Fig. 1: run 1, M2 wires
(2 px per µm)
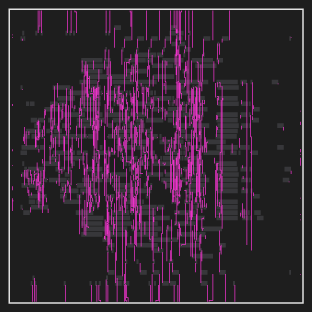
Fig. 2: run 1, the clock network
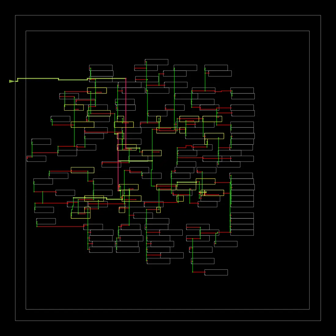
Fig. 3: run 1, pin map
(2 px per µm) Pins as bars across the die edge, other pins in grey.
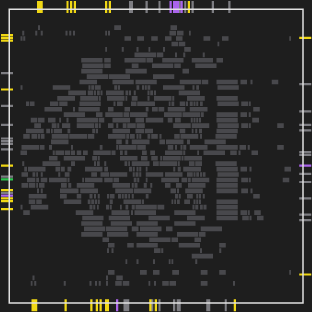
--- src/rtl/sc_output_collector.sv ---
// Packs OUTPUT_FEATURES result elements per row, buffers rows and writes them to memory via valid/ready.
// Optional build macro SC_OUTCOL_BIPOLAR_EN: convert offset-binary elements to two's complement (MSB flip).
module sc_output_collector #(
  parameter int                    BINARY_PRECISION = 8,
  parameter int                    OUTPUT_FEATURES  = 4,
  parameter int                    BATCH_SIZE       = 4,
  parameter int                    ADDR_WIDTH       = 32,
  parameter logic [ADDR_WIDTH-1:0] BASE_ADDR        = 'h4000_0000,
  parameter int                    FIFO_DEPTH       = 2
) (
  input  logic                                     clk,
  input  logic                                     rst,
  input  logic                                     start,
  input  logic [BINARY_PRECISION-1:0]              in_data,
  input  logic                                     in_valid,
  output logic [BINARY_PRECISION*OUTPUT_FEATURES-1:0] out_data,
  output logic [ADDR_WIDTH-1:0]                    out_addr,
  output logic                                     out_valid,
  input  logic                                     out_ready,
  output logic                                     busy,
  output logic                                     done,
  output logic                                     overflow
);

  localparam int BP    = BINARY_PRECISION;
  localparam int ROW_W = BINARY_PRECISION * OUTPUT_FEATURES;
  localparam int EW    = (OUTPUT_FEATURES > 1) ? $clog2(OUTPUT_FEATURES) : 1;
  localparam int RW    = $clog2(BATCH_SIZE + 1);
  localparam int PW    = (FIFO_DEPTH > 1) ? $clog2(FIFO_DEPTH) : 1;
  localparam int CW    = $clog2(FIFO_DEPTH + 1);

  localparam logic [EW-1:0] LAST_ELEM = EW'(OUTPUT_FEATURES - 1);
  localparam logic [RW-1:0] LAST_ROW  = RW'(BATCH_SIZE - 1);
  localparam logic [PW-1:0] LAST_PTR  = PW'(FIFO_DEPTH - 1);
  localparam logic [CW-1:0] FULL_CNT  = CW'(FIFO_DEPTH);

  typedef enum logic [1:0] {
    S_IDLE,
    S_COLLECT,
    S_DRAIN,
    S_DONE
  } state_e;

  state_e          state_q;
  logic [EW-1:0]   elem_idx_q;
  logic [RW-1:0]   rows_in_q;
  logic [RW-1:0]   rows_out_q;
  logic [ROW_W-1:0] row_q;
  logic [ROW_W-1:0] row_full;
  logic            busy_q;
  logic            done_q;
  logic            overflow_q;

  logic [ROW_W-1:0] mem_q [FIFO_DEPTH];
  logic [PW-1:0]   wr_ptr_q;
  logic [PW-1:0]   rd_ptr_q;
  logic [CW-1:0]   count_q;
  logic [CW-1:0]   count_d;

  logic [BP-1:0]   elem_conv;
  logic            collect_fire;
  logic            row_done;
  logic            fifo_full;
  logic            push;
  logic            pop;
  logic            drop;

`ifdef SC_OUTCOL_BIPOLAR_EN
  assign elem_conv = {~in_data[BP-1], in_data[BP-2:0]};
`else
  assign elem_conv = in_data;
`endif

  // NOTE: always_comb starts from a full default so no path leaves row_full unassigned (no latch).
  always_comb begin
    row_full = row_q;
    row_full[int'(elem_idx_q)*BP +: BP] = elem_conv;
  end

  assign collect_fire = (state_q == S_COLLECT) && in_valid;
  assign row_done     = collect_fire && (elem_idx_q == LAST_ELEM);
  assign out_valid    = (count_q != '0);
  assign pop          = out_valid && out_ready;
  assign fifo_full    = (count_q == FULL_CNT);
  // A pop on the same edge frees the slot, so a full FIFO can still take the row.
  assign push         = row_done && (!fifo_full || pop);
  assign drop         = row_done && fifo_full && !pop;
  assign count_d      = count_q + CW'(push) - CW'(pop);

  assign out_data = out_valid ? mem_q[rd_ptr_q] : '0;
  assign out_addr = BASE_ADDR + ADDR_WIDTH'(rows_out_q);
  assign busy     = busy_q;
  assign done     = done_q;
  assign overflow = overflow_q;

  // NOTE: row storage has no reset; stale entries are never visible because out_data is masked by out_valid.
  always_ff @(posedge clk) begin
    if (push) mem_q[wr_ptr_q] <= row_full;
  end

  always_ff @(posedge clk or negedge rst) begin
    if (!rst) begin
      wr_ptr_q <= '0;
      rd_ptr_q <= '0;
      count_q  <= '0;
    end else begin
      if (push) wr_ptr_q <= (wr_ptr_q == LAST_PTR) ? '0 : wr_ptr_q + 1'b1;
      if (pop)  rd_ptr_q <= (rd_ptr_q == LAST_PTR) ? '0 : rd_ptr_q + 1'b1;
      count_q <= count_d;
    end
  end

  // NOTE: sequential state uses non-blocking assignments only, so every read sees pre-edge values.
  always_ff @(posedge clk or negedge rst) begin
    if (!rst) begin
      state_q    <= S_IDLE;
      elem_idx_q <= '0;
      rows_in_q  <= '0;
      rows_out_q <= '0;
      row_q      <= '0;
      busy_q     <= 1'b0;
      done_q     <= 1'b0;
      overflow_q <= 1'b0;
    end else begin
      done_q <= 1'b0;
      if (pop) rows_out_q <= rows_out_q + 1'b1;
      if (collect_fire) begin
        row_q      <= row_full;
        elem_idx_q <= row_done ? '0 : elem_idx_q + 1'b1;
      end
      if (row_done) rows_in_q <= rows_in_q + 1'b1;
      if (drop) overflow_q <= 1'b1;

      unique case (state_q)
        S_IDLE: begin
          if (start) begin
            overflow_q <= 1'b0;
            elem_idx_q <= '0;
            rows_in_q  <= '0;
            rows_out_q <= '0;
            busy_q     <= 1'b1;
            state_q    <= S_COLLECT;
          end
        end
        S_COLLECT: begin
          // Dropped rows still count, so the matrix always terminates.
          if (row_done && (rows_in_q == LAST_ROW)) state_q <= S_DRAIN;
        end
        S_DRAIN: begin
          if (count_d == '0) begin
            busy_q  <= 1'b0;
            done_q  <= 1'b1;
            state_q <= S_DONE;
          end
        end
        S_DONE: begin
          state_q <= S_IDLE;
        end
        default: state_q <= S_IDLE;
      endcase
    end
  end

endmodule

--- config.mk ---
export PLATFORM = sky130hd
export DESIGN_NAME = sc_output_collector
export DESIGN_NICKNAME = d
export VERILOG_FILES = /design/src/rtl/sc_output_collector.sv
export SDC_FILE = /design/constraint.sdc
export NUM_CORES = 1
export LEC_CHECK = 0
export CAP_MARGIN = 20
export CORE_MARGIN = 5
export CORE_UTILIZATION = 28
export DETAILED_ROUTE_END_ITERATION = 10
export PLACE_DENSITY = 0.56
export SLEW_MARGIN = 20
export SYNTH_ARGS = -nofsm -noshare
export SYNTH_HDL_FRONTEND = slang
export SYNTH_SLANG_ARGS = --single-unit
--- constraint.sdc ---
create_clock -name clk -period 8.95 [get_ports clk]
set_clock_uncertainty 0.15 [all_clocks]
set_input_delay 2.685 -clock clk [delete_from_list [all_inputs] [get_ports clk]]
set_output_delay 2.685 -clock clk [all_outputs]
set_load 0.02 [all_outputs]
==> results.rst, run 1 <==
Implementation results
======================

.. list-table::
   :header-rows: 1

   * - Metric
     - Value
   * - Unrepaired setup endpoints after global routing
     - no
   * - Worst min path class
     - reg2reg
   * - Weighted congestion reported at the end of routability-driven placement
     - 0.767
   * - Sum of met2 wire segment lengths after detailed routing
     - 5440 µm
   * - Share of power burned in combinational logic
     - 0.335
   * - Final worst path period need
     - 5.25 ns
   * - Number of warnings the tools reported
     - 33
   * - Cell with the most instances after synthesis
     - sky130_fd_sc_hd__edfxtp_1
   * - Clk root buf
     - sky130_fd_sc_hd__clkbuf_16
   * - Highest clock frequency the design can meet
     - 191 MHz
   * - Worst-case setup margin in the final layout
     - 3.70 ns
   * - Number of instances on the worst hold path
     - 1
   * - Cell count listed in synth_stat.txt
     - 451
   * - Clock tree buffer depth
     - 2
   * - Combinational cell power
     - 0.000736 W
   * - Max-cap violation count
     - 0
   * - Sum of met3 wire segment lengths after detailed routing
     - 511 µm
   * - Layout Cell Area excl Fill
     - 6390 µm²
   * - Cell taking the most area after synthesis
     - sky130_fd_sc_hd__edfxtp_1
   * - Synth async-reset ratio
     - 0.434
   * - Endpoint of the worst register-to-register path
     - state_q[1]
   * - Count of non-CTS inverters in the layout
     - 42
   * - Maximum fanout count along the critical path
     - 33
   * - Register with the highest flop count
     - mem_q
   * - Result of the run
     - finished clean
   * - Setup bufs post-CTS
     - 0
Back to the opening pictures, Fig. 1:
- nets with wire on the layer: 425
- longest straight run: 80.9 µm
- wire length on this layer: 5440 µm
- main direction: vertical
total number of vias: 3232
routed wire length: 10800 µm
global routing met2 resource utilization: 0.173

Back to the opening pictures, Fig. 2:
clock latency of the later-clocked register in the worst-skew pair: 0.40 ns
number of clock sinks: 113
total clock network power: 0.000668 W
number of clock buffers inserted by TritonCTS: 17

Back to the opening pictures, Fig. 3:
- green: overflow (pins 1; direction output; edge left)
- yellow: out_addr (pins 32; direction output; edge 12 bottom, 9 left, 9 top, 2 right)
- purple: in_data (pins 8; direction input; edge 5 top, 1 right, 1 left, 1 bottom)
- all pins by edge: 24 bottom, 23 top, 20 left, 14 right
number of port buffers: 51
vertical die size: 146 µm
Die X-Extent: 146 µm

Fig. 4: run 1, cell classes on the final placement
(2 px per µm) Fill, decap, tap and diode cells in grey.
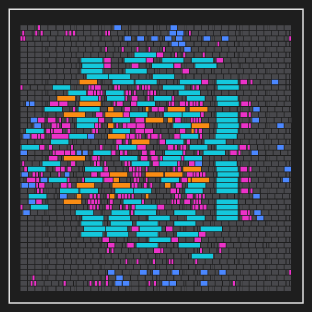

## Run 2: what changed since run 1
Clock period 8.95 ns to 5.5 ns, I/O delays scaled along.
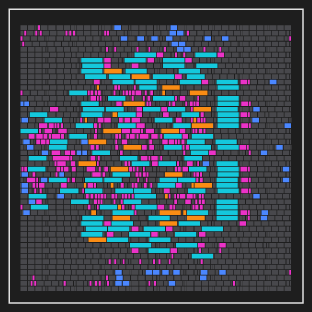
Fig. 5. Cell classes on the final placement (run 2).
(2 px per µm) Fill, decap, tap and diode cells in grey.
- cyan: flip-flops (cells 113)
- magenta: all other logic (cells 312)
- blue: other buffers and delay cells (cells 55)
- orange: clock drivers and dummy loads (cells 32)
core area: 18100 µm²
Layout Cell Area excl Fill: 6370 µm²

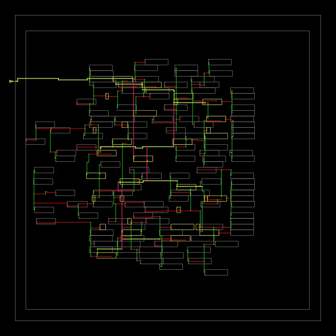
Fig. 6. The clock network (run 2).
total clock network power: 0.00106 W
count of sequential standard cells: 113
clock latency of the later-clocked register in the worst-skew pair: 0.41 ns

==> run 2 against run 1 <==
Against the previous run: first-iteration DRC count grew 19%; combinational power increased by 62%; sequential power rose by 63%; critical path type unchanged; critical path depth unchanged; clock power rose by 59%; via count up 0.90%; global-route usage hardly changed.
==> results.rst, run 2 <==
Implementation results
======================

.. list-table::
   :header-rows: 1

   * - Metric
     - Value
   * - Result of the run
     - finished clean
   * - Cell taking the most area after synthesis
     - sky130_fd_sc_hd__edfxtp_1
   * - Number of port buffers
     - 51
   * - Total number of vias
     - 3261
   * - Worst min path class
     - reg2reg
   * - Number of clock sinks
     - 113
   * - Number of warnings the tools reported
     - 33
   * - Worst-case setup margin in the final layout
     - 1.25 ns
   * - Unrepaired setup endpoints after global routing
     - no
   * - Cell count listed in synth_stat.txt
     - 451
   * - Highest clock frequency the design can meet
     - 235 MHz
   * - Clk root buf
     - sky130_fd_sc_hd__clkbuf_16
   * - Sum of met2 wire segment lengths after detailed routing
     - 5550 µm
   * - Share of power burned in combinational logic
     - 0.336
   * - Cell with the most instances after synthesis
     - sky130_fd_sc_hd__edfxtp_1
   * - Combinational cell power
     - 0.00119 W
   * - Number of instances on the worst hold path
     - 1
   * - Register with the highest flop count
     - mem_q
   * - Synth async-reset ratio
     - 0.434
   * - Endpoint of the worst register-to-register path
     - state_q[1]
   * - Weighted congestion reported at the end of routability-driven placement
     - 0.768
   * - Setup bufs post-CTS
     - 0
   * - Die X-Extent
     - 146 µm
   * - Multi-input gates
     - 270
   * - Routed wire length
     - 11000 µm
   * - Clock tree buffer depth
     - 2
Power and IR drop assume default switching activity.
